===== src/rtl/rob_wb_arbiter.sv =====
// rob_wb_arbiter: collects completed results from NUM_SRC functional-unit
// sources into private one-entry holding registers and schedules up to
// WB_WIDTH of them per cycle onto the ROB writeback ports using a rotating
// priority scan. Writeback outputs depend only on held state (and flush_i),
// never on same-cycle source inputs.
module rob_wb_arbiter #(
  parameter int NUM_SRC   = 6,
  parameter int WB_WIDTH  = 4,
  parameter int ROB_IDX_W = 6,
  parameter int XLEN      = 32,
  parameter int PLEN      = 32
) (
  input  logic                                 clk_i,
  input  logic                                 rst_ni,
  input  logic                                 flush_i,
  input  logic [NUM_SRC-1:0]                   src_valid_i,
  output logic [NUM_SRC-1:0]                   src_ready_o,
  input  logic [NUM_SRC*ROB_IDX_W-1:0]         src_rob_idx_i,
  input  logic [NUM_SRC*XLEN-1:0]              src_data_i,
  input  logic [NUM_SRC-1:0]                   src_exception_i,
  input  logic [NUM_SRC*5-1:0]                 src_ecause_i,
  input  logic [NUM_SRC-1:0]                   src_is_mispred_i,
  input  logic [NUM_SRC*PLEN-1:0]              src_redirect_pc_i,
  output logic [WB_WIDTH-1:0]                  wb_valid_o,
  output logic [WB_WIDTH*ROB_IDX_W-1:0]        wb_rob_index_o,
  output logic [WB_WIDTH*XLEN-1:0]             wb_data_o,
  output logic [WB_WIDTH-1:0]                  wb_exception_o,
  output logic [WB_WIDTH*5-1:0]                wb_ecause_o,
  output logic [WB_WIDTH-1:0]                  wb_is_mispred_o,
  output logic [WB_WIDTH*PLEN-1:0]             wb_redirect_pc_o,
  output logic [WB_WIDTH*$clog2(NUM_SRC)-1:0]  wb_src_id_o,
  output logic [31:0]                          conflict_cnt_o
);

  localparam int SID_W  = $clog2(NUM_SRC);
  localparam int SCAN_W = SID_W + 1;
  localparam int CNT_W  = $clog2(WB_WIDTH + 1);
  localparam int POP_W  = $clog2(NUM_SRC + 1);

  // Number of occupied holding registers.
  function automatic logic [POP_W-1:0] popcount(input logic [NUM_SRC-1:0] vec);
    logic [POP_W-1:0] acc;
    acc = {POP_W{1'b0}};
    for (int i = 0; i < NUM_SRC; i++) begin
      acc = acc + POP_W'(vec[i]);
    end
    return acc;
  endfunction

  // Holding registers, one per source.
  logic [NUM_SRC-1:0]   full_r;
  logic [ROB_IDX_W-1:0] idx_r     [NUM_SRC];
  logic [XLEN-1:0]      data_r    [NUM_SRC];
  logic [NUM_SRC-1:0]   exc_r;
  logic [4:0]           ecause_r  [NUM_SRC];
  logic [NUM_SRC-1:0]   mispred_r;
  logic [PLEN-1:0]      rpc_r     [NUM_SRC];

  // Scheduler state.
  logic [SID_W-1:0]     rr_ptr_r;
  logic [31:0]          conflict_cnt_r;

  // Arbitration results.
  logic [NUM_SRC-1:0]   grant_s;
  logic [CNT_W-1:0]     grant_cnt_s;
  logic [SID_W-1:0]     last_s;
  logic [SCAN_W-1:0]    scan_s;
  logic [WB_WIDTH-1:0]  port_vld_s;
  logic [SID_W-1:0]     port_sel_s [WB_WIDTH];
  logic [SID_W-1:0]     rr_next_s;
  logic                 conflict_s;

  // Rotating scan from rr_ptr over held results; the k-th hit drives port k.
  always_comb begin
    grant_s     = {NUM_SRC{1'b0}};
    grant_cnt_s = {CNT_W{1'b0}};
    last_s      = rr_ptr_r;
    scan_s      = {SCAN_W{1'b0}};
    port_vld_s  = {WB_WIDTH{1'b0}};
    for (int p = 0; p < WB_WIDTH; p++) begin
      port_sel_s[p] = {SID_W{1'b0}};
    end
    for (int i = 0; i < NUM_SRC; i++) begin
      scan_s = {1'b0, rr_ptr_r} + SCAN_W'(i);
      if (scan_s >= SCAN_W'(NUM_SRC)) begin
        scan_s = scan_s - SCAN_W'(NUM_SRC);
      end else begin
        scan_s = scan_s;
      end
      if (!flush_i && full_r[scan_s[SID_W-1:0]] && (grant_cnt_s < CNT_W'(WB_WIDTH))) begin
        grant_s[scan_s[SID_W-1:0]] = 1'b1;
        for (int p = 0; p < WB_WIDTH; p++) begin
          if (CNT_W'(p) == grant_cnt_s) begin
            port_vld_s[p] = 1'b1;
            port_sel_s[p] = scan_s[SID_W-1:0];
          end else begin
            port_vld_s[p] = port_vld_s[p];
          end
        end
        last_s      = scan_s[SID_W-1:0];
        grant_cnt_s = grant_cnt_s + CNT_W'(1);
      end else begin
        grant_cnt_s = grant_cnt_s;
      end
    end
  end

  // Next scan start: one past the last granted source, wrapping to zero.
  always_comb begin
    if (grant_cnt_s == {CNT_W{1'b0}}) begin
      rr_next_s = rr_ptr_r;
    end else if (last_s == SID_W'(NUM_SRC - 1)) begin
      rr_next_s = {SID_W{1'b0}};
    end else begin
      rr_next_s = last_s + SID_W'(1);
    end
  end

  // Overload detection: more results held than there are writeback ports.
  always_comb begin
    if (flush_i) begin
      conflict_s = 1'b0;
    end else begin
      conflict_s = (popcount(full_r) > POP_W'(WB_WIDTH));
    end
  end

  // Ready: an empty slot, or one being released this cycle, may be refilled.
  always_comb begin
    if (flush_i) begin
      src_ready_o = {NUM_SRC{1'b0}};
    end else begin
      src_ready_o = ~full_r | grant_s;
    end
  end

  // Writeback port bundle: selected payloads, unused ports fully zeroed.
  always_comb begin
    wb_valid_o       = {WB_WIDTH{1'b0}};
    wb_rob_index_o   = {(WB_WIDTH*ROB_IDX_W){1'b0}};
    wb_data_o        = {(WB_WIDTH*XLEN){1'b0}};
    wb_exception_o   = {WB_WIDTH{1'b0}};
    wb_ecause_o      = {(WB_WIDTH*5){1'b0}};
    wb_is_mispred_o  = {WB_WIDTH{1'b0}};
    wb_redirect_pc_o = {(WB_WIDTH*PLEN){1'b0}};
    wb_src_id_o      = {(WB_WIDTH*SID_W){1'b0}};
    for (int p = 0; p < WB_WIDTH; p++) begin
      if (port_vld_s[p]) begin
        wb_valid_o[p]                           = 1'b1;
        wb_rob_index_o[p*ROB_IDX_W +: ROB_IDX_W] = idx_r[port_sel_s[p]];
        wb_data_o[p*XLEN +: XLEN]               = data_r[port_sel_s[p]];
        wb_exception_o[p]                       = exc_r[port_sel_s[p]];
        wb_ecause_o[p*5 +: 5]                   = ecause_r[port_sel_s[p]];
        wb_is_mispred_o[p]                      = mispred_r[port_sel_s[p]];
        wb_redirect_pc_o[p*PLEN +: PLEN]        = rpc_r[port_sel_s[p]];
        wb_src_id_o[p*SID_W +: SID_W]           = port_sel_s[p];
      end else begin
        wb_valid_o[p] = 1'b0;
      end
    end
  end

  // Holding registers: flush drops all, a new accept wins over a release.
  always_ff @(posedge clk_i or negedge rst_ni) begin
    if (!rst_ni) begin
      full_r    <= {NUM_SRC{1'b0}};
      exc_r     <= {NUM_SRC{1'b0}};
      mispred_r <= {NUM_SRC{1'b0}};
      for (int s = 0; s < NUM_SRC; s++) begin
        idx_r[s]    <= {ROB_IDX_W{1'b0}};
        data_r[s]   <= {XLEN{1'b0}};
        ecause_r[s] <= 5'd0;
        rpc_r[s]    <= {PLEN{1'b0}};
      end
    end else begin
      for (int s = 0; s < NUM_SRC; s++) begin
        if (flush_i) begin
          full_r[s] <= 1'b0;
        end else if (src_valid_i[s] && src_ready_o[s]) begin
          full_r[s]    <= 1'b1;
          idx_r[s]     <= src_rob_idx_i[s*ROB_IDX_W +: ROB_IDX_W];
          data_r[s]    <= src_data_i[s*XLEN +: XLEN];
          exc_r[s]     <= src_exception_i[s];
          ecause_r[s]  <= src_ecause_i[s*5 +: 5];
          mispred_r[s] <= src_is_mispred_i[s];
          rpc_r[s]     <= src_redirect_pc_i[s*PLEN +: PLEN];
        end else if (grant_s[s]) begin
          full_r[s] <= 1'b0;
        end else begin
          full_r[s] <= full_r[s];
        end
      end
    end
  end

  // Round-robin pointer: restarts at zero on flush.
  always_ff @(posedge clk_i or negedge rst_ni) begin
    if (!rst_ni) begin
      rr_ptr_r <= {SID_W{1'b0}};
    end else if (flush_i) begin
      rr_ptr_r <= {SID_W{1'b0}};
    end else begin
      rr_ptr_r <= rr_next_s;
    end
  end

  // Saturating overload counter; survives flush.
  always_ff @(posedge clk_i or negedge rst_ni) begin
    if (!rst_ni) begin
      conflict_cnt_r <= 32'd0;
    end else if (conflict_s && (conflict_cnt_r != 32'hFFFF_FFFF)) begin
      conflict_cnt_r <= conflict_cnt_r + 32'd1;
    end else begin
      conflict_cnt_r <= conflict_cnt_r;
    end
  end

  assign conflict_cnt_o = conflict_cnt_r;

endmodule


===== config.mk =====
export PLATFORM = sky130hd
export DESIGN_NAME = rob_wb_arbiter
export DESIGN_NICKNAME = d
export VERILOG_FILES = /design/src/rtl/rob_wb_arbiter.sv
export SDC_FILE = /design/constraint.sdc
export NUM_CORES = 2
export LEC_CHECK = 0
export ABC_CLOCK_PERIOD_IN_PS = 14610
export CAP_MARGIN = 20
export CORE_AREA = 2 2 323 325
export DETAILED_ROUTE_END_ITERATION = 10
export DIE_AREA = 0 0 325 327
export DONT_BUFFER_PORTS = 1
export REMOVE_ABC_BUFFERS = 1
export SETUP_SLACK_MARGIN = 0.3
export SYNTH_ARGS = -nofsm -noshare
export SYNTH_HDL_FRONTEND = slang
export SYNTH_SLANG_ARGS = --single-unit

===== constraint.sdc =====
create_clock -name clk_i -period 14.61 [get_ports clk_i]
set_clock_uncertainty 0.1 [all_clocks]
set_input_delay 1.461 -clock clk_i [delete_from_list [all_inputs] [get_ports clk_i]]
set_output_delay 1.461 -clock clk_i [all_outputs]
set_load 0.03 [all_outputs]

==> images/pdn.png <==
Scale: 1 px per um. Pins as bars on the die edge.
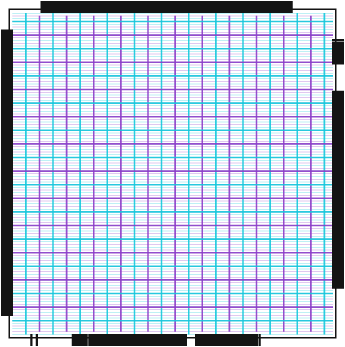
colour	net
cyan	VSS
purple	VDD
met1 rails	119
met4 straps	23
Core ar.: 103,000 um2
Die H: 327 um
DIE WIDTH: 325 um

==> images/registers.png <==
Scale: 1.5 px per um. Other sequential cells in the stronger grey, the rest of the logic in the fainter grey.
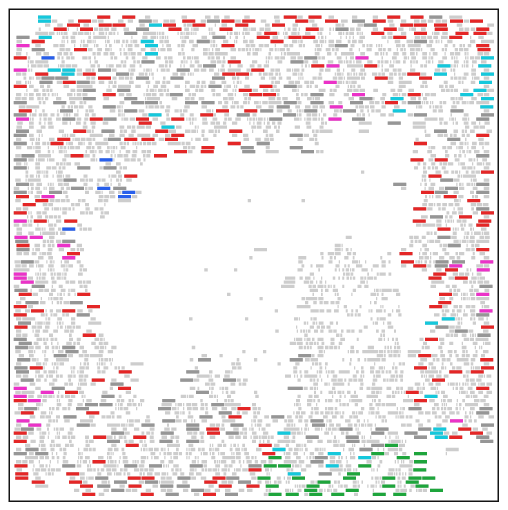
colour	signal	flops
magenta	ecause_r	30
green	conflict_cnt_o	32
blue	exc_r	6
cyan	idx_r	36
red	data_r	192

==> results.json <==
{
  "routed_wl_um": 186000,
  "post_drt_via_cell_ratio": 7.06,
  "cts_sinks": 503,
  "crit_type": "flop to output port",
  "cts_buffers": 68,
  "synthArstFlopShare": 1.00,
  "rr_worst_depth": 25,
  "maxSlewViolCount": 127,
  "grt_pass1_wl_um": 264000,
  "outcome": "complete, but fails checks",
  "synth_flops": 503,
  "top_cell": "mux2_2",
  "area_leaders": "dfrtp_1 (32%), mux2_2 (18%), mux2i_1 (10%)",
  "cts_tree": "done",
  "top_cell_area_share": 0.318,
  "violations": "max-slew violations",
  "max_freq_mhz": 83.0,
  "r2r_end": "rpc_r[38]",
  "critPathSlowestCell": "a222oi_1",
  "worst-path-max-fanout": 61,
  "cts.path.max_buffers": 3
}
==> per-layer routing <==
layer / global-route usage / wire length, um
met1: 0.403 / 68600
met2: 0.512 / 83100
met3: 0.103 / 21600
met4: 0.200 / 12400
met5: 0 / 184
==> registers in the layout, summed over array words and instances (netlist names) <==
| signal | cells |
|---|---|
| idx_r | 36 |
| exc_r | 6 |
| rr_ptr_r | 3 |
| full_r | 6 |
| conflict_cnt_o | 32 |
| data_r | 192 |
| rpc_r | 192 |
| ecause_r | 30 |
| mispred_r | 6 |
==> worst reg2reg max path: stages, from the launching register on <==
cell and delay (ps):
dfrtp_4 580, buf_4 790, ha_1 500, xnor2_1 270, mux2i_1 170, o31ai_1 440
nand2b_1 240, inv_1 130, fa_1 660, inv_1 200, ha_1 350, nand3_1 90
and2_1 240, inv_1 90, ha_1 210, ha_1 270, nor2b_1 40, a211o_1 340
nor2_1 360, buf_4 310, a2111oi_0 160, o21a_1 270, nor2_1 670, nand2_4 610
buf_4 670, mux2_2 500
==> area by class of cell <==
class                      count  area [um2]
tap                         1380        1730
multi-input combinational   3265       25300
fill                       10101       59900
sequential                   503       12600
clock buffer                  96        2010
inverter                      44         168
clock inverter                26         353
timing repair buffer          76         631
antenna                       79         198
==> metrics by stage <==
stage          utilization  instance area, um2  hold slack (ps)
2_1_floorplan            -               37800              424
3_3_place_gp         0.393               40400              457
3_5_place_dp         0.393               40400              461
4_1_cts              0.416               42800              377
5_1_grt              0.417               42900              403
6_report             0.418               43000              429
